[src/rtl/seg7_bcd_scan_ctrl.sv]
// seg7_bcd_scan_ctrl
// Takes a 14-bit binary value over a VALID/READY handshake and converts it to
// four BCD digits with a bit-serial double-dabble engine. It then drives a
// common-anode 4-digit 7-segment display by time-multiplexing the digits. The
// display supports optional leading-zero blanking and shows dashes when the
// value does not fit in four digits.

module seg7_bcd_scan_ctrl #(
    parameter int PRESCALE = 50000,
    parameter bit BLANK_LZ = 1'b1
) (
    input  logic        CLK,
    input  logic        RSTn,
    input  logic        BIN_VALID,
    input  logic [13:0] BIN,
    output logic        BIN_READY,
    output logic        OVF,
    output logic [6:0]  SEG7OUT,
    output logic [3:0]  SEG7COM
);

    localparam int              PW         = (PRESCALE > 2) ? $clog2(PRESCALE) : 1;
    localparam logic [PW-1:0]   PRESC_LAST = PW'(PRESCALE - 1);
    localparam logic [3:0]      DIGIT_DASH = 4'hE;
    localparam logic [13:0]     MAX_SHOWN  = 14'd9999;
    localparam logic [3:0]      NUM_BITS   = 4'd14;

    typedef enum logic [1:0] {
        ST_IDLE  = 2'd0,
        ST_SHIFT = 2'd1,
        ST_LATCH = 2'd2
    } state_t;

    // Segment patterns are active-low, bit6=g .. bit0=a. The internal dash
    // code lives outside the BCD range so it cannot be confused with a digit.
    function automatic logic [6:0] decode_digit(input logic [3:0] d);
        case (d)
            4'd0:       decode_digit = 7'h40;
            4'd1:       decode_digit = 7'h79;
            4'd2:       decode_digit = 7'h24;
            4'd3:       decode_digit = 7'h30;
            4'd4:       decode_digit = 7'h19;
            4'd5:       decode_digit = 7'h12;
            4'd6:       decode_digit = 7'h02;
            4'd7:       decode_digit = 7'h78;
            4'd8:       decode_digit = 7'h00;
            4'd9:       decode_digit = 7'h10;
            DIGIT_DASH: decode_digit = 7'h3F;
            default:    decode_digit = 7'h7F;
        endcase
    endfunction

    // Converter state
    state_t            state_q, state_d;
    logic [13:0]       shift_q, shift_d;
    logic [15:0]       bcd_q, bcd_d;
    logic [3:0]        cnt_q, cnt_d;
    logic              big_q, big_d;
    logic              ready_q, ready_d;
    logic              ovf_q, ovf_d;
    logic [3:0][3:0]   digit_q, digit_d;
    logic [15:0]       bcd_adj;

    // Scanner state
    logic [PW-1:0]     presc_q, presc_d;
    logic [1:0]        idx_q, idx_d;
    logic [6:0]        seg_q, seg_d;
    logic [3:0]        com_q, com_d;
    logic [3:0]        cur_digit;
    logic              zero_3, zero_32, zero_321;
    logic              blank_now;

    // Double-dabble correction: any nibble of 5 or more gets +3 before the shift
    always_comb begin
        bcd_adj = bcd_q;
        for (int i = 0; i < 4; i++) begin
            if (bcd_q[4*i +: 4] >= 4'd5) begin
                bcd_adj[4*i +: 4] = bcd_q[4*i +: 4] + 4'd3;
            end
        end
    end

    // Converter sequencing: capture on handshake, 14 shift cycles, then one latch cycle
    always_comb begin
        state_d = state_q;
        shift_d = shift_q;
        bcd_d   = bcd_q;
        cnt_d   = cnt_q;
        big_d   = big_q;
        ready_d = ready_q;
        ovf_d   = ovf_q;
        digit_d = digit_q;
        case (state_q)
            ST_IDLE: begin
                if (BIN_VALID && ready_q) begin
                    shift_d = BIN;
                    bcd_d   = 16'h0000;
                    cnt_d   = NUM_BITS;
                    big_d   = (BIN > MAX_SHOWN);
                    ready_d = 1'b0;
                    state_d = ST_SHIFT;
                end
            end
            ST_SHIFT: begin
                bcd_d   = {bcd_adj[14:0], shift_q[13]};
                shift_d = {shift_q[12:0], 1'b0};
                cnt_d   = cnt_q - 4'd1;
                if (cnt_q == 4'd1) begin
                    state_d = ST_LATCH;
                end
            end
            ST_LATCH: begin
                if (big_q) begin
                    ovf_d   = 1'b1;
                    digit_d = {4{DIGIT_DASH}};
                end else begin
                    ovf_d   = 1'b0;
                    digit_d = bcd_q;
                end
                ready_d = 1'b1;
                state_d = ST_IDLE;
            end
            default: begin
                ready_d = 1'b1;
                state_d = ST_IDLE;
            end
        endcase
    end

    // Converter and display registers; reset abandons any conversion in flight
    always_ff @(posedge CLK or negedge RSTn) begin
        if (!RSTn) begin
            state_q <= ST_IDLE;
            shift_q <= '0;
            bcd_q   <= '0;
            cnt_q   <= '0;
            big_q   <= 1'b0;
            ready_q <= 1'b1;
            ovf_q   <= 1'b0;
            digit_q <= '0;
        end else begin
            state_q <= state_d;
            shift_q <= shift_d;
            bcd_q   <= bcd_d;
            cnt_q   <= cnt_d;
            big_q   <= big_d;
            ready_q <= ready_d;
            ovf_q   <= ovf_d;
            digit_q <= digit_d;
        end
    end

    // A digit is a leading zero when it and every higher digit are zero
    always_comb begin
        zero_3   = (digit_q[3] == 4'd0);
        zero_32  = zero_3  && (digit_q[2] == 4'd0);
        zero_321 = zero_32 && (digit_q[1] == 4'd0);
    end

    // Scanner: prescaler steps the digit index, outputs follow the index one cycle later
    always_comb begin
        presc_d = presc_q + PW'(1);
        idx_d   = idx_q;
        if (presc_q == PRESC_LAST) begin
            presc_d = '0;
            idx_d   = idx_q + 2'd1;
        end
        com_d     = ~(4'b0001 << idx_q);
        cur_digit = digit_q[idx_q];
        case (idx_q)
            2'd1:    blank_now = zero_321;
            2'd2:    blank_now = zero_32;
            2'd3:    blank_now = zero_3;
            default: blank_now = 1'b0;
        endcase
        if (BLANK_LZ && !ovf_q && blank_now) begin
            seg_d = 7'h7F;
        end else begin
            seg_d = decode_digit(cur_digit);
        end
    end

    // Scanner and pin registers; pins are dark until the first scan cycle
    always_ff @(posedge CLK or negedge RSTn) begin
        if (!RSTn) begin
            presc_q <= '0;
            idx_q   <= 2'd0;
            seg_q   <= 7'h7F;
            com_q   <= 4'b1111;
        end else begin
            presc_q <= presc_d;
            idx_q   <= idx_d;
            seg_q   <= seg_d;
            com_q   <= com_d;
        end
    end

    assign BIN_READY = ready_q;
    assign OVF       = ovf_q;
    assign SEG7OUT   = seg_q;
    assign SEG7COM   = com_q;

endmodule

[config.mk]
export PLATFORM = sky130hd
export DESIGN_NAME = seg7_bcd_scan_ctrl
export DESIGN_NICKNAME = d
export VERILOG_FILES = /design/src/rtl/seg7_bcd_scan_ctrl.sv
export SDC_FILE = /design/constraint.sdc
export NUM_CORES = 1
export LEC_CHECK = 0
export CORE_ASPECT_RATIO = 1.1
export CORE_MARGIN = 3
export CORE_UTILIZATION = 34
export CTS_BUF_LIST = sky130_fd_sc_hd__clkbuf_8
export DETAILED_ROUTE_END_ITERATION = 10
export GPL_TIMING_DRIVEN = 1
export MAX_ROUTING_LAYER = met4
export PLACE_DENSITY_LB_ADDON = 0.2
export REMOVE_ABC_BUFFERS = 1
export SYNTH_ARGS = -nofsm -noshare
export SYNTH_HDL_FRONTEND = slang
export SYNTH_SLANG_ARGS = --single-unit
export TNS_END_PERCENT = 30
[constraint.sdc]
create_clock -name CLK -period 2.15 [get_ports CLK]
set_clock_uncertainty 0.05 [all_clocks]
set_input_delay 0.215 -clock CLK [delete_from_list [all_inputs] [get_ports CLK]]
set_output_delay 0.215 -clock CLK [all_outputs]
set_load 0.03 [all_outputs]
**Run 1: clock wires, drivers and flops**

The bar under the picture is 20 µm long.
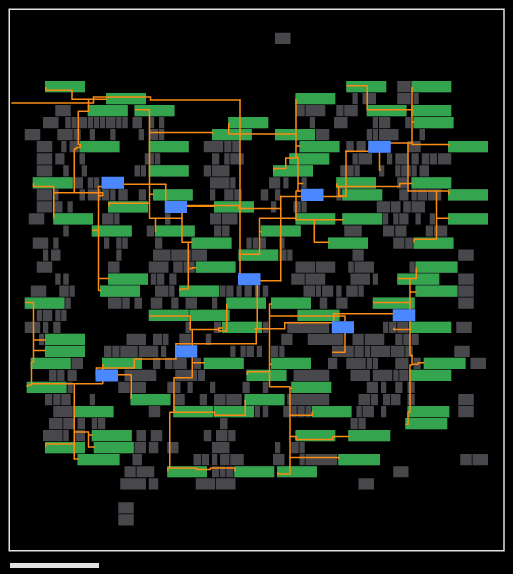
Key: green = flip-flops [count 84]; orange = clock wires [length 1,080 µm]; blue = clock-net drivers [count 9]
There are 10 routed clock nets.
clk ins delay skew pair: 0.35 ns
clock group total power: 1.00 mW

**Run 1: congestion heat map**

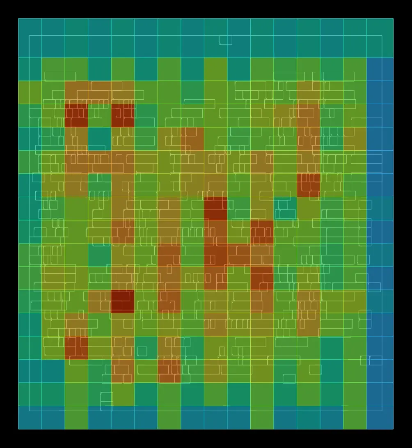
post-layout utilization of the core: 41.37%
global routing usage on met1: 16.36%
met2 usage: 21.72%

==> flow_summary.toml, run 1 <==
# synthesis and place-and-route metrics
[yosys]
synth_top_area_share_pct = 43.31
synth.cellmix.xorXnorShare_pct = 4.421
ys_warnings = 0
yosys-stat-cells = 421
syn-instance-count = 421
fa_ha_area_share_pct = 6.316
synth_cell_types = 44
multiplexer_area_fraction_after_synthesis_pct = 3.699
yosys.stat.chipArea_um2 = 4160
count_of_flip_flops_with_a_built_in_enable_after_synthesis = 0
ys_seq_share_pct = 50.89
postSynth.asyncResetShare_pct = 100.0
synth-compound-area-share_pct = 12.45
ys_top_cells_by_count = "dfrtp_1 (72), nand2_1 (59), nor2_1 (38)"
avgSynthCellArea_um2 = 9.882
netlist_area_um2 = 4160
top_cell = "dfrtp_1"
yosys_most_used_dff = "dfrtp_1"
top_cells_by_area = "dfrtp_1 (43%), dfstp_2 (7.6%), ha_1 (6.3%)"
post_synth_main_logic_family = "simple AND/OR/NAND/NOR gates"

[cts]
clockRootBuffer = "clkbuf_8"
cts_tree = "built"
tritoncts.num_buffers = 9
cts_setup_buffers = 0
cts_buffer_depth = 2
numClockSinks = 84
clkSlewWorstSetupHoldPaths_ns = 0.09

[setup_path]
data_required_time_at_the_worst_endpoint_ns = 2.35
crit_path_end_kind = "flop"
worst_setup_path_startpoint = "idx_q[0]$_DFFE_PN0N_"
reg2reg_to = "SEG7OUT[5]$_DFF_PN1_"
cp_slowest_stage_delay_ns = 0.67
setup.worst_path.class = "flop to flop"
cp_cell_sequence = "mux4_1, ha_1, or2b_1, a21oi_1, o21ai_1"
r2r-start = "idx_q[0]$_DFFE_PN0N_"
critical_path_depth = 5
ff_to_ff_path_depth = 5
critPathLaunchType = "flop"
critical_path.top_delay_family = "multiplexers"
critical_path_arrival_ns = 2.15
critPathBufInv = 0

[timing]
final.hold.worst_slack_ns = 0.2950
tightestPinTransition_ns = 0.5504
finalMaxSlewViolations = 0
setup_ws_ns = 0.2054
finalWorstPathRequiredPeriod_ns = 1.945
timing.max_slew.rel_slack_pct = 63.31
rsz0062_at_grt = "no"
report.final.setup_viol = 0
max_freq_ghz = 0.5143
final-hold-violation-count = 0
fin_crit_sh_pct = 90.45

[cells_and_area]
layout-drive-gt1-share_pct = 10.94
num-multi-input-gates = 293
finish.instance_area_um2 = 4838
areaGrowthSynthToFinish_pct = 16.30
lay_top_cells = "dfrtp_1 (71), nand2_1 (59), nor2_1 (38), o21ai_0 (34), clkdlybuf4s50_1 (28)"
inverters_excl_clock = 22
fill_cells = 1163
seq_area_share_pct = 43.78
clkCellAreaFrac_pct = 3.569
nClkBuffers = 11
buffer_area_share_pct = 8.534
antenna_cells = 0
combGateArea_um2 = 1864

[detailed_routing]
drt-pass1-iter-count = 4
wl_met1_um = 3831
met2_wire_length_um = 3729
routedWlPerCell_um = 13.14
drc = 0
postRouteWirelength_um = 7978
drt_iter0_drc = 201
highest_layer = "met4"
detail_route.vias_per_cell = 4.951

[placed_design]
detailedPlace.worstSlack_ns = 0.1260
port_buffers = 29
post-dp-hpwl_um = 5607
rd_place_congestion = 0.8116
numPlacedInstances = 590

[global_routing]
grt_max_degree = 52
globalRoute.busiestLayer = "met2"
grt_use_met3_pct = 3.726
gr_usage_total_pct = 13.24
globalRoute.totalOverflow = 0
initial_antenna_violation_count = 0
wire_length_of_the_first_global_routing_pass_um = 14340

[floorplan]
row_count = 41
dieHeight_um = 122.0
fp.dieArea_um2 = 13600
io_pins = 30
core_um2 = 11700
die_w_um = 111.5
fp_util_pct = 35.57

[power]
total_power_mw = 5.767
power-per-cell-area_nw_per_um2 = 1192
cellLeakagePower_nw = 2.140

[job]
max-cap-violations = 0

[status]
status = "finished clean"

[hold_path]
hold_path_class = "input pin to async pin"
**Run 1: register map, names as in the netlist**

The bar under the picture is 20 µm long. Other sequential cells in the stronger gray, the rest of the logic in the fainter gray.
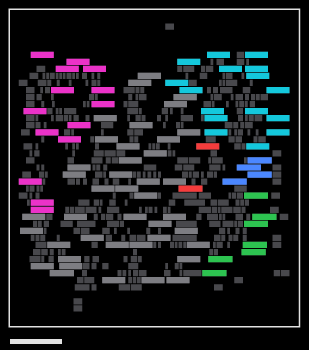
Key: red = `idx_q` [sequential cells 2]; magenta = `shift_q` [sequential cells 14]; blue = `SEG7COM` [sequential cells 4, where east]; cyan = `presc_q` [sequential cells 16, where north-east]; green = `SEG7OUT` [sequential cells 7, where south-east]

**Run 1: logic cells by family**

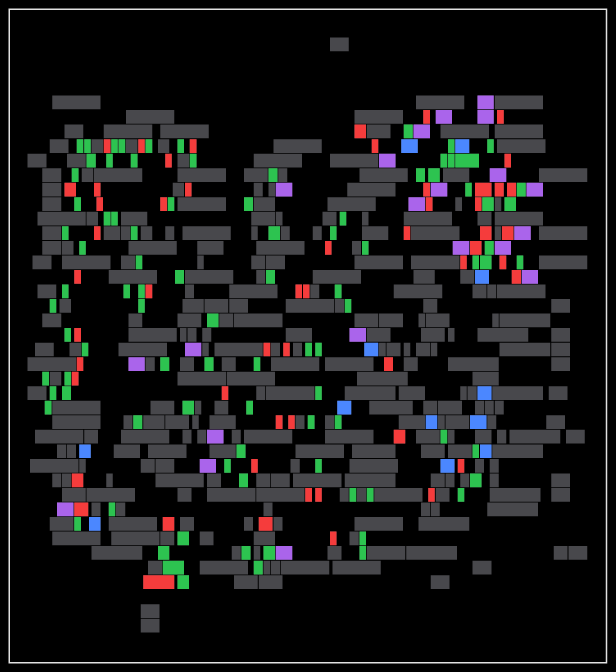
Key: red = nor cells [cells 54, most used nor2_1]; purple = xor and xnor cells [cells 21, most used xnor2_1]; blue = and/or cells [cells 12, most used or4_1]; green = nand cells [cells 90, most used nand2_1]
multi-input gate share of total cell area: 38.53%
number of non-filler instances in the completed layout: 607
top logic cell by instance count in the layout: dfrtp_1

## run 1: worst register-to-register path: cells and delay by family, from the launching register on
| kind | cells | cell delay [ns] |
|---|---|---|
| compound gates | 2 | 0.20 |
| flops | 1 | 0.47 |
| simple gates | 1 | 0.23 |
| fa+ha+maj | 1 | 0.23 |
| mux | 1 | 0.67 |
## run 1: sequential cells by signal (all words and copies together), names as in the netlist, 4 cells and up
signal	cells
SEG7COM	4
SEG7OUT	7
bcd_q	16
cnt_q	4
digit_q	16
presc_q	16
shift_q	14
## run 1: where the power goes
part / switching (mW) / internal (mW)
clock: 0.537 / 0.467
combinational: 1.22 / 1.00
sequential: 0.424 / 2.12
==> run 1 -> run 2 <==
CORE_UTILIZATION = 55   (was 34)
CTS_CLUSTER_SIZE = 8   (was unset)
**Run 2: register map, names as in the netlist**

The bar under the picture is 20 µm long. Other sequential cells in the stronger gray, the rest of the logic in the fainter gray.
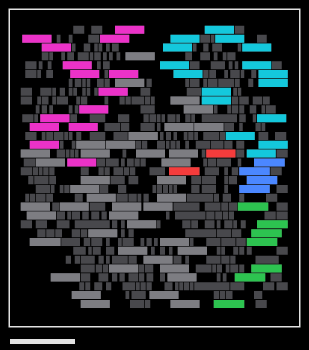
Key: red = `idx_q` [sequential cells 2]; cyan = `presc_q` [sequential cells 16, where north-east]; blue = `SEG7COM` [sequential cells 4, where east]; green = `SEG7OUT` [sequential cells 7, where south-east]; magenta = `shift_q` [sequential cells 14, where north-west]
Another 41 sequential cells are not colored.
fraction of standard cell area that is sequential: 44.01%
sequential-cell power consumption: 2.53 mW
post-layout utilization of the core: 67.16%
Storage cell area: 2118 µm²

**Run 2: logic cells by family**

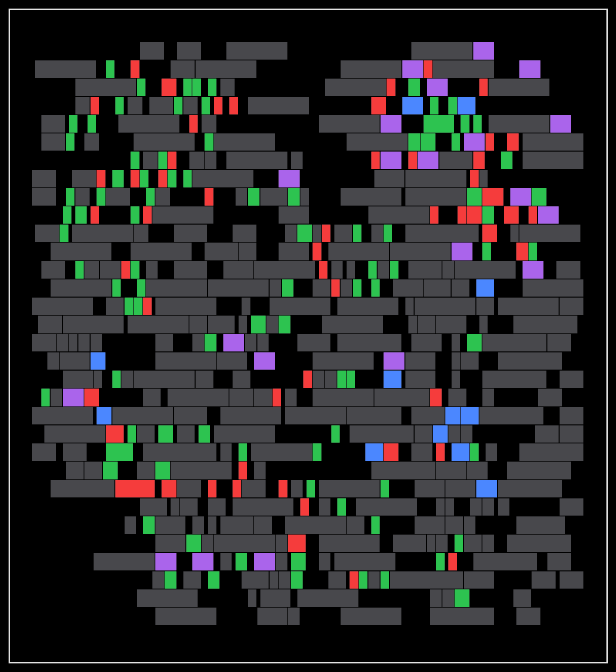
Key: blue = and/or cells [cells 12, most used or4_1]; red = nor cells [cells 54, most used nor2_1]; purple = xor and xnor cells [cells 21, most used xnor2_1]; green = nand cells [cells 90, most used nand2_1, where widely spread]
number of non-filler instances in the completed layout: 541
multi-input gate share of total cell area: 38.73%

==> run 2 against run 1 <==
Net effect: routed wire length decreased by 4.9%; utilization is 26 points higher; critical path depth grew 1; via count increased by 0.70%; power up 5.8%; clock power grew 37%; design area shrank 0.52%; critical path type unchanged; largest cell class unchanged; largest power group unchanged; highest routed layer unchanged.
==> flow_summary.toml, run 2 <==
# synthesis and place-and-route metrics
[detailed_routing]
routedWlPerCell_um = 14.03
drc = 0
drt_iter0_drc = 134
antenna_violating_nets_post_route = 0
drt-pass1-iter-count = 4
detail_route.vias_per_cell = 5.593
route.vias.total = 3026
postRouteWirelength_um = 7588

[cells_and_area]
lay_top_cells = "dfrtp_1 (71), nand2_1 (59), nor2_1 (38), o21ai_0 (34), clkdlybuf4s50_1 (28)"
final_nets = 489
fill_cells = 566
buffer_area_share_pct = 8.162
num-multi-input-gates = 293
biggest_registers_after_layout = "bcd_q (16), digit_q (16), presc_q (16)"
layout-drive-gt1-share_pct = 11.40
antenna_cells = 0
finish.instance_area_um2 = 4813
dominant_cells = "registers"
areaGrowthSynthToFinish_pct = 15.70
combGateArea_um2 = 1864
flop_count = 84
nClkBuffers = 10
mostFrequentLayoutCell = "dfrtp_1"
buffers_excl_clock = 41
inverters_excl_clock = 22
clkCellAreaFrac_pct = 5.173

[placed_design]
port_buffers = 29
placement.cell_area_um2 = 4553
rd_place_congestion = 0.8203
numPlacedInstances = 524
post-dp-hpwl_um = 5362
detailedPlace.worstSlack_ns = 0.08788

[cts]
insertion_delay_ns = 0.35
numClockSinks = 84
cts_hold_fix_bufs = 1
ctsResizeCount = 0
clockRootBuffer = "clkbuf_8"
clkSlewWorstSetupHoldPaths_ns = 0.08
cts_buffer_depth = 2
tritoncts.num_buffers = 9
cts_tree = "built"
cts_htree_levels = 3
cts_setup_buffers = 0

[yosys]
ys_ff = 84
yosys_most_used_dff = "dfrtp_1"
synth_cell_types = 44
ys_top_cells_by_count = "dfrtp_1 (72), nand2_1 (59), nor2_1 (38)"
synthDominantAreaCellType = "dfrtp_1"
yosys-stat-cells = 421
avgSynthCellArea_um2 = 9.882
syn-instance-count = 421
top_cell = "dfrtp_1"
ys_warnings = 0
synth_top_area_share_pct = 43.31
netlist_area_um2 = 4160
count_of_flip_flops_with_a_built_in_enable_after_synthesis = 0
postSynth.asyncResetShare_pct = 100.0
top_cells_by_area = "dfrtp_1 (43%), dfstp_2 (7.6%), ha_1 (6.3%)"
ys_seq_share_pct = 50.89
yosys.stat.chipArea_um2 = 4160

[floorplan]
die_w_um = 88.93
row_count = 32
fp.dieArea_um2 = 8645
dieHeight_um = 97.22
core_um2 = 7167
io_pins = 30
tap_cells = 85
fp_util_pct = 58.05

[timing]
tightestPinTransition_ns = 0.5881
setup_ws_ns = 0.1932
setup_total_negative_slack_ns = 0
finalWorstPathRequiredPeriod_ns = 1.957
report.final.setup_viol = 0
fin_crit_sh_pct = 91.02
final.hold.worst_slack_ns = 0.3056
max_freq_ghz = 0.5110
final-hold-violation-count = 0
finalMaxSlewViolations = 0
rsz0062_at_grt = "no"
timing.max_slew.rel_slack_pct = 60.79

[power]
switching_share_pct = 36.05
top_power_group = "sequential cells"
max-vdd-ir-drop_mv = 0.7356
combinationalPower_mw = 2.20
total_power_mw = 6.099
internal_power_mw = 3.900
p_seq_share_pct = 41.4
p_comb_share_pct = 36.1
power-per-cell-area_nw_per_um2 = 1267
power_switching_mw = 2.199
pg_clk_mw = 1.37
cellLeakagePower_nw = 2.150
pwr-share-clk_pct = 22.5

[hold_path]
hold_path_class = "input pin to async pin"

[setup_path]
critPathLaunchType = "flop"
critical_path_arrival_ns = 2.18
slowest_stage_cell_cp = "or4_1"
worst_setup_path_startpoint = "idx_q[0]$_DFFE_PN0N_"
register_to_register_setup_slack_ns = 0.19
setup.worst_path.class = "flop to flop"
ff_to_ff_path_depth = 6
critical_path.most_common_cell = "o211ai_1"
cp_slowest_stage_delay_ns = 0.47
timing.critical_path.fanout_max = 7
critical_path.top_delay_family = "simple AND/OR/NAND/NOR gates"
data_required_time_at_the_worst_endpoint_ns = 2.37
crit_path_end_kind = "flop"
reg2reg_to = "SEG7OUT[6]$_DFF_PN1_"
critPathBufInv = 1
cp-endpoint = "SEG7OUT[6]$_DFF_PN1_"
cp_cell_sequence = "inv_1, ha_1, or4_1, nor3_1, o211ai_1, o211ai_1"
critical_path_depth = 6
r2r-start = "idx_q[0]$_DFFE_PN0N_"

[global_routing]
wire_length_of_the_first_global_routing_pass_um = 13660
globalRoute.totalOverflow = 0
gr_usage_total_pct = 20.23
initial_antenna_violation_count = 0
grt_pass1_vias = 2950
grt_max_degree = 51

[status]
status = "finished clean"

[job]
openroad.warnings = 38
max-cap-violations = 0
-- run 2: netlist changes by cell type in the layout (fill, tap and decap cells not counted), sizes merged --
cell / delta
buf: -1
clkbuf: -1
inv: -3
bufinv: +3
clkinvlp: +1
-- run 2: per-layer routing --
metal | up-vias | part of all wire [%] | track usage (%)
li1 | 1518 | - | -
met1 | 1452 | 47 | 26.68
met4 | 0 | 1.7 | 7.558
met5 | - | 0 | -
met3 | 11 | 2.6 | 3.478
met2 | 45 | 49 | 31.14
-- run 2: cell families after synthesis --
kind of cell               count (synthesis)  share of synthesized area, %
and+or+nand+nor                          156                         17.77
AOI/OAI and AO/OA                         86                         12.45
DFF                                       84                         50.89
buffers and inverters                     44                         4.451
xor gates and xnor gates                  21                         4.421
adders and majority gates                 21                         6.316
muxes                                      9                         3.699
==> run 2 -> run 3 <==
CORE_UTILIZATION = 46   (was 55)
**Run 3: cells colored by class**

The bar under the picture is 20 µm long.
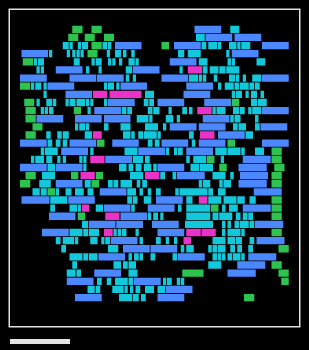
Key: cyan = remaining logic cells [cells 315, share of their area 42%]; magenta = clock drivers and dummy loads [cells 16, share of their area 4.5%]; green = remaining buffers and delay cells [cells 44, share of their area 8.9%]; blue = registers [cells 84, share of their area 45%]
area of the placeable core: 8583 µm²
fraction of standard cell area that is sequential: 43.85%
post-layout utilization of the core: 56.28%
number of placement rows: 35
final design instance area without fill: 4831 µm²

**Run 3: clock wires, drivers and flops**

The bar under the picture is 20 µm long.
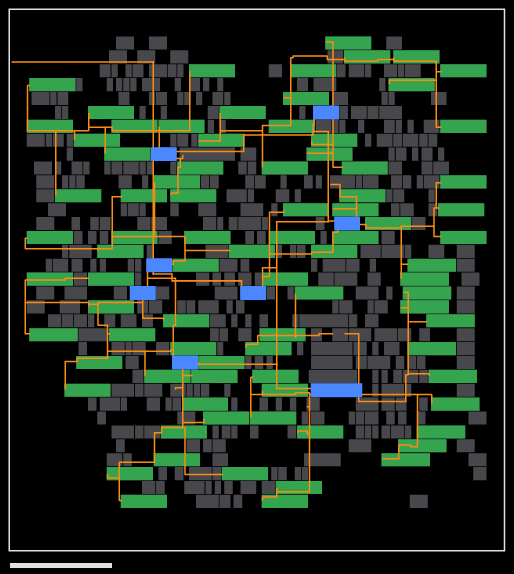
Key: orange = clock wires [length 1,040 µm]; blue = clock-net drivers [count 9]; green = flip-flops [count 84]
There are 10 routed clock nets.
clock group total power: 1.17 mW
relative contribution of the clock network to total power: 19.9%

==> run 3 against run 2 <==
Net effect: clock-buffer cell count unchanged; hold slack got worse by 0.0034 ns; maximum frequency increased by 2.1%; sequential power about the same; largest cell class unchanged; synthesized cell count unchanged; synthesized area unchanged; critical endpoint is now SEG7OUT[5]$_DFF_PN1_; global-route usage decreased by 3.9 points; sequential cell count unchanged.
==> flow_summary.toml, run 3 <==
# synthesis and place-and-route metrics
[cells_and_area]
layout.cells.non_filler = 570
comb_area_share_pct = 38.64
layout.area.seq_um2 = 2118
areaGrowthSynthToFinish_pct = 16.12
buffers_excl_clock = 44
fill_cells = 756
antenna_cells = 0
layout-drive-gt1-share_pct = 12.20
buffer_area_share_pct = 8.599
biggest_registers_after_layout = "bcd_q (16), digit_q (16), presc_q (16)"
final_nets = 492
nClkBuffers = 10
clkCellAreaFrac_pct = 4.325
lay_top_cells = "dfrtp_1 (71), nand2_1 (59), nor2_1 (38), o21ai_0 (34), clkdlybuf4s50_1 (28)"
combGateArea_um2 = 1867
mostFrequentLayoutCell = "dfrtp_1"
num-multi-input-gates = 293
inverters_excl_clock = 22
dominant_cells = "registers"
flop_count = 84

[yosys]
count_of_flip_flops_with_a_built_in_enable_after_synthesis = 0
syn-instance-count = 421
yosys_most_used_dff = "dfrtp_1"
yosys-stat-cells = 421
ys_top_cells_by_count = "dfrtp_1 (72), nand2_1 (59), nor2_1 (38)"
top_cells_by_area = "dfrtp_1 (43%), dfstp_2 (7.6%), ha_1 (6.3%)"
ys_seq_share_pct = 50.89
synth_top_area_share_pct = 43.31
postSynth.asyncResetShare_pct = 100.0
synth_cell_types = 44
top_cell = "dfrtp_1"
avgSynthCellArea_um2 = 9.882
netlist_area_um2 = 4160
synthDominantAreaCellType = "dfrtp_1"
yosys.stat.chipArea_um2 = 4160
ys_ff = 84
ys_warnings = 0

[global_routing]
globalRoute.totalOverflow = 0
initial_antenna_violation_count = 0
grt_pass1_vias = 2920
gr_usage_total_pct = 16.32
grt_max_degree = 36
globalRoute.busiestLayer = "met2"
wire_length_of_the_first_global_routing_pass_um = 13530
grtUsageMet1_pct = 21.19
globalRouteMet2Util_pct = 25.84
grt_use_met3_pct = 3.375

[setup_path]
ff_to_ff_path_depth = 5
critPathLaunchType = "flop"
cp_cell_sequence = "mux4_1, ha_1, or2b_1, a21oi_1, o21ai_1"
critPathBufInv = 0
critical_path_depth = 5
data_required_time_at_the_worst_endpoint_ns = 2.36
setup.worst_path.class = "flop to flop"
cp_slowest_stage_delay_ns = 0.67
cp-endpoint = "SEG7OUT[5]$_DFF_PN1_"
r2r-start = "idx_q[0]$_DFFE_PN0N_"
critical_path.top_delay_family = "multiplexers"
worst_setup_path_startpoint = "idx_q[0]$_DFFE_PN0N_"
slowest_stage_cell_cp = "mux4_1"
register_to_register_setup_slack_ns = 0.23
reg2reg_to = "SEG7OUT[5]$_DFF_PN1_"
crit_path_end_kind = "flop"
timing.critical_path.fanout_max = 7
critical_path_arrival_ns = 2.13

[detailed_routing]
drc = 0
postRouteWirelength_um = 7744
detail_route_met3_wl_um = 222
route.vias.total = 3010
drt-pass1-iter-count = 4
routedWlPerCell_um = 13.59
detail_route.vias_per_cell = 5.281
wl_met1_um = 3726
highest_layer = "met4"
met2_wire_length_um = 3754
antenna_violating_nets_post_route = 0
drt_iter0_drc = 147

[power]
p_comb_share_pct = 37.1
max-vdd-ir-drop_mv = 0.7579
combinationalPower_mw = 2.19
total_power_mw = 5.897
internal_power_mw = 3.676
power-per-cell-area_nw_per_um2 = 1221
sequential_cell_power_consumption_mw = 2.54
switching_share_pct = 37.66
power_switching_mw = 2.221
top_power_group = "sequential cells"
p_seq_share_pct = 43.0
cellLeakagePower_nw = 2.141

[floorplan]
fp.dieArea_um2 = 10220
io_pins = 30
dieHeight_um = 105.7
fp_util_pct = 48.47
tap_cells = 111
die_w_um = 96.68

[cts]
cts_buffer_depth = 2
ctsResizeCount = 0
clkSlewWorstSetupHoldPaths_ns = 0.09
cts_tree = "built"
tritoncts.num_buffers = 9
cts_setup_buffers = 0
cts_hold_fix_bufs = 1
numClockSinks = 84
cts_htree_levels = 3
clockRootBuffer = "clkbuf_8"
insertion_delay_ns = 0.35

[timing]
timing.max_slew.rel_slack_pct = 61.68
rsz0062_at_grt = "no"
finalWorstPathRequiredPeriod_ns = 1.917
setup_ws_ns = 0.2333
setup_total_negative_slack_ns = 0
max_freq_ghz = 0.5217
report.final.setup_viol = 0
final.hold.worst_slack_ns = 0.3021
fin_crit_sh_pct = 89.15
final-hold-violation-count = 0
tightestPinTransition_ns = 0.5749
finalMaxSlewViolations = 0

[placed_design]
rd_place_congestion = 0.8418
post-dp-hpwl_um = 5478
numPlacedInstances = 553
detailedPlace.worstSlack_ns = 0.1519
port_buffers = 29
placement.cell_area_um2 = 4611

[job]
max-cap-violations = 0
openroad.warnings = 38

[hold_path]
hold_path_class = "input pin to async pin"

[status]
status = "finished clean"
run 3: cell counts after synthesis:
No cell type changed its count.
run 3: cell families after synthesis:
| group | share of synthesized area [%] |
|---|---|
| simple gates | 17.77 |
| xor+xnor | 4.421 |
| buf+inv | 4.451 |
| fa+ha+maj | 6.316 |
| flops | 50.89 |
| compound gates | 12.45 |
| mux | 3.699 |
run 3: worst reg2reg max path, delay by kind of cell, from the launching register on:
family | cells | cell delay (ns)
compound gates | 2 | 0.20
fa+ha+maj | 1 | 0.23
flops | 1 | 0.46
mux | 1 | 0.67
simple gates | 1 | 0.22
Power figures rest on the tool's default switching activity, not on a simulated workload.
